## src/rtl/slave_port_arbiter.sv

```systemverilog
// Two-requester arbiter feeding one downstream slave with a held-until-accepted handshake.
// Optional build macro SLAVE_PORT_ARB_FIXED_PRIO_EN: ties go to requester 0 instead of round-robin.
module slave_port_arbiter (
    input  logic        clk,
    input  logic        rst,
    input  logic [31:0] m0_in,
    input  logic        m0_in_sync,
    input  logic [31:0] m1_in,
    input  logic        m1_in_sync,
    output logic        m0_ack,
    output logic        m1_ack,
    output logic [31:0] s_out,
    output logic        s_out_notify,
    input  logic        s_out_sync,
    output logic [7:0]  txn_count
);

    typedef enum logic [1:0] {
        SecIdle   = 2'd0,
        SecServe0 = 2'd1,
        SecServe1 = 2'd2
    } state_e;

    state_e      state_q, state_d;
    logic [31:0] s_out_q, s_out_d;
    logic        m0_ack_q, m0_ack_d;
    logic        m1_ack_q, m1_ack_d;
    logic [7:0]  txn_q, txn_d;
    logic        last_q, last_d;
    logic        grant_valid;
    logic        grant1;

    always_comb begin
        state_d     = state_q;
        s_out_d     = s_out_q;
        m0_ack_d    = 1'b0;
        m1_ack_d    = 1'b0;
        txn_d       = txn_q;
        last_d      = last_q;
        grant_valid = 1'b0;
        grant1      = 1'b0;

        unique case (state_q)
            SecIdle: begin
                if (m0_in_sync && m1_in_sync) begin
                    grant_valid = 1'b1;
`ifdef SLAVE_PORT_ARB_FIXED_PRIO_EN
                    grant1      = 1'b0;
`else
                    // last_q holds the previous winner, so a tie goes to the other one
                    grant1      = ~last_q;
`endif
                end else if (m0_in_sync) begin
                    grant_valid = 1'b1;
                    grant1      = 1'b0;
                end else if (m1_in_sync) begin
                    grant_valid = 1'b1;
                    grant1      = 1'b1;
                end

                if (grant_valid) begin
                    s_out_d  = grant1 ? m1_in : m0_in;
                    state_d  = grant1 ? SecServe1 : SecServe0;
                    m0_ack_d = ~grant1;
                    m1_ack_d = grant1;
                    last_d   = grant1;
                end
            end
            SecServe0, SecServe1: begin
                // Requests are ignored here; the accept edge never captures new data
                if (s_out_sync) begin
                    state_d = SecIdle;
                    txn_d   = txn_q + 8'd1;
                end
            end
            default: begin
                state_d = SecIdle;
            end
        endcase
    end

    always_ff @(posedge clk or negedge rst) begin
        if (!rst) begin
            state_q  <= SecIdle;
            s_out_q  <= 32'd0;
            m0_ack_q <= 1'b0;
            m1_ack_q <= 1'b0;
            txn_q    <= 8'd0;
            last_q   <= 1'b1;
        end else begin
            state_q  <= state_d;
            s_out_q  <= s_out_d;
            m0_ack_q <= m0_ack_d;
            m1_ack_q <= m1_ack_d;
            txn_q    <= txn_d;
            last_q   <= last_d;
        end
    end

    assign s_out        = s_out_q;
    assign s_out_notify = (state_q != SecIdle);
    assign m0_ack       = m0_ack_q;
    assign m1_ack       = m1_ack_q;
    assign txn_count    = txn_q;

endmodule

```

## config.mk

```make
export PLATFORM = sky130hd
export DESIGN_NAME = slave_port_arbiter
export DESIGN_NICKNAME = d
export VERILOG_FILES = /design/src/rtl/slave_port_arbiter.sv
export SDC_FILE = /design/constraint.sdc
export NUM_CORES = 1
export LEC_CHECK = 0
export CORE_ASPECT_RATIO = 1.1
export CORE_MARGIN = 4
export CORE_UTILIZATION = 30
export CTS_CLUSTER_SIZE = 8
export DETAILED_ROUTE_END_ITERATION = 8
export GPL_TIMING_DRIVEN = 0
export PLACE_DENSITY = 0.65
export SYNTH_ARGS = -nofsm -noshare
export SYNTH_HDL_FRONTEND = slang
export SYNTH_SLANG_ARGS = --single-unit
```

## constraint.sdc

```tcl
create_clock -name clk -period 2.1 [get_ports clk]
set_input_delay 0.42 -clock clk [delete_from_list [all_inputs] [get_ports clk]]
set_output_delay 0.42 -clock clk [all_outputs]
set_load 0.05 [all_outputs]
```

==> results.py <==
# Physical implementation metrics
metrics = {
    "status": {
        "status": "finished, final reports clean",
    },
    "sta": {
        "worst-slew-pin-transition_ps": 531,
        "max_slew_margin": 0.645,
        "rsz_0062_raised_after_global_routing": "no",
        "finalClockPeriodUsage": 0.948,
    },
    "die": {
        "fp_util": 0.311,
        "chipArea_mm2": 0.00828,
        "core_area_mm2": 0.00663,
    },
    "worst_setup_path": {
        "dominant_delay_contributor_by_cell_family_on_the_critical_path": "buffers and inverters",
        "crit_path_top_delay_cell": "sky130_fd_sc_hd__clkdlybuf4s50_1",
        "worst_path_largest_cell_delay_ps": 840,
    },
    "detailed_routing": {
        "detail_route.wirelength_mm": 6.07,
    },
    "synthesis": {
        "syn_area_mm2": 0.00207,
        "yosysCellCount": 229,
        "syn_avg_cell_area_um2": 9.02,
        "post_synth_edffs": 0,
    },
    "finish": {
        "flow.area_growth_from_synthesis_pct": 64.4,
    },
    "worst_hold_path": {
        "worst_hold_path_type": "primary input to asynchronous set/reset pin",
    },
    "power": {
        "p_leak_uw": 0.00146,
    },
    "global_routing": {
        "grt_first_pass_wirelength_mm": 9.49,
    },
}
==> per-layer routing <==
layer / up-vias / track usage / wire length, µm
li1: 998 / - / -
met1: 949 / 0.177 / 2520
met2: 71 / 0.255 / 2990
met3: 6 / 0.0398 / 508
met4: 0 / 0.0384 / 55
met5: - / 0 / 0
==> stage by stage <==
step | util | total power, µW
6_report | 0.512 | 5640
5_1_grt | 0.512 | 5980
4_1_cts | 0.513 | 5730
3_5_place_dp | 0.495 | 5040
3_3_place_gp | 0.493 | 4990
2_1_floorplan | - | 3810
==> state kept, by name, summed over array words and instances, names as in the netlist <==
signal and flops:
s_out 32, txn_count 8, state_q 2, last_q 1
m0_ack 1, m1_ack 1
==> synth_stat cells (2+ instances only) <==
cell	instances	area, µm²
sky130_fd_sc_hd__a21oi_1	67	335
sky130_fd_sc_hd__dfrtp_1	44	1100
sky130_fd_sc_hd__nor2_1	35	131
sky130_fd_sc_hd__nand2_1	34	128
sky130_fd_sc_hd__buf_2	9	45.0
sky130_fd_sc_hd__inv_1	7	26.3
sky130_fd_sc_hd__xnor2_1	4	35.0
sky130_fd_sc_hd__buf_4	3	22.5
sky130_fd_sc_hd__buf_6	3	33.8
sky130_fd_sc_hd__nand3_1	3	15.0
sky130_fd_sc_hd__xor2_1	3	26.3
sky130_fd_sc_hd__ha_1	2	25.0
sky130_fd_sc_hd__nor3_1	2	10.0
sky130_fd_sc_hd__o32ai_1	2	17.5
==> what timing repair did <==
item                       in CTS  in global routing
setup endpoints to repair       1                  1
resized                         1                  2
gates cloned                    0                  0
==> power groups by stage <==
stage	Sequential [µW]	Combinational [µW]	Clock, µW
global route	1580	3670	733
CTS	1520	3500	706
global placement	1520	3470	0
finish	1520	3450	673
detailed placement	1540	3500	0
floorplan	2840	968	0
==> cell families (layout without fill, tap and decap cells) <==
family	count (synthesis)	count (layout)	synth area share
buffers and inverters	22	141	0.0618
XOR/XNOR	7	7	0.0297
multiplexers	1	1	0.00545
flip-flops	45	45	0.546
AND-OR/OR-AND	74	74	0.196
adder cells (fa/ha/maj)	2	2	0.0121
AND/OR/NAND/NOR	78	78	0.150
==> layout make-up <==
type                            count  area (µm²)  area share
Buffer                             15         101      0.0298
Clock buffer                        7        86.3      0.0254
Clock inverter                      1        30.0     0.00884
Inverter                            7        26.3     0.00774
Multi-Input combinational cell    162         811       0.239
Sequential cell                    45        1130       0.332
Tap cell                           82         103      0.0302
Timing Repair Buffer              111        1110       0.327
==> worst max path at each step <==
stage | from | to | slack (ps) | depth (start not counted)
floorplan | state_q[0] | s_out_notify | 670 | 4
global route | txn_count[2] | txn_count[2] | 50 | 1
CTS | state_q[0] | s_out_notify | 20 | 5
finish | txn_count[2] | txn_count[2] | 110 | 1
detailed placement | state_q[0] | s_out_notify | 90 | 5
global placement | rst | s_out[30] | -790 | 1
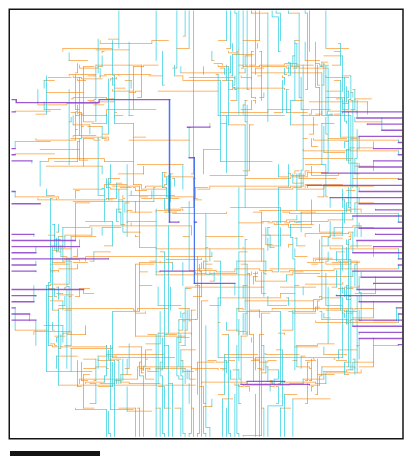
(images/layers.png)
Scale bar: 20 µm.
layer	colour	wire length
M2	cyan	2990 µm
M4	blue	55.1 µm
M3	purple	509 µm
M1	orange	2520 µm

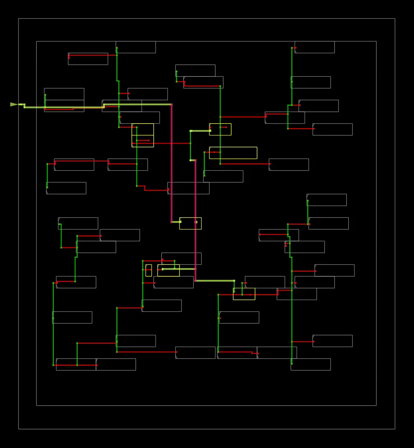
(images/clock_nets.png)
clock buf count: 7
largest clock skew in the final design: 9.56 ps
number of sequential storage elements: 45
Late-Pin Clk Latency: 290 ps
clock buffer count from CTS: 5

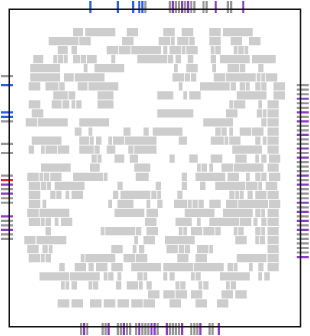
(images/pinout.png)
Pins as bars across the die edge, other pins in grey.
port	colour	pins	direction	edge
s_out	purple	32	output	13 right, 10 bottom, 5 top, 4 left
m1_ack	red	1	output	left
txn_count	blue	8	output	5 top, 3 left
all pins by edge	39 right, 32 bottom, 21 top, 20 left

Power and IR drop assume default switching activity.
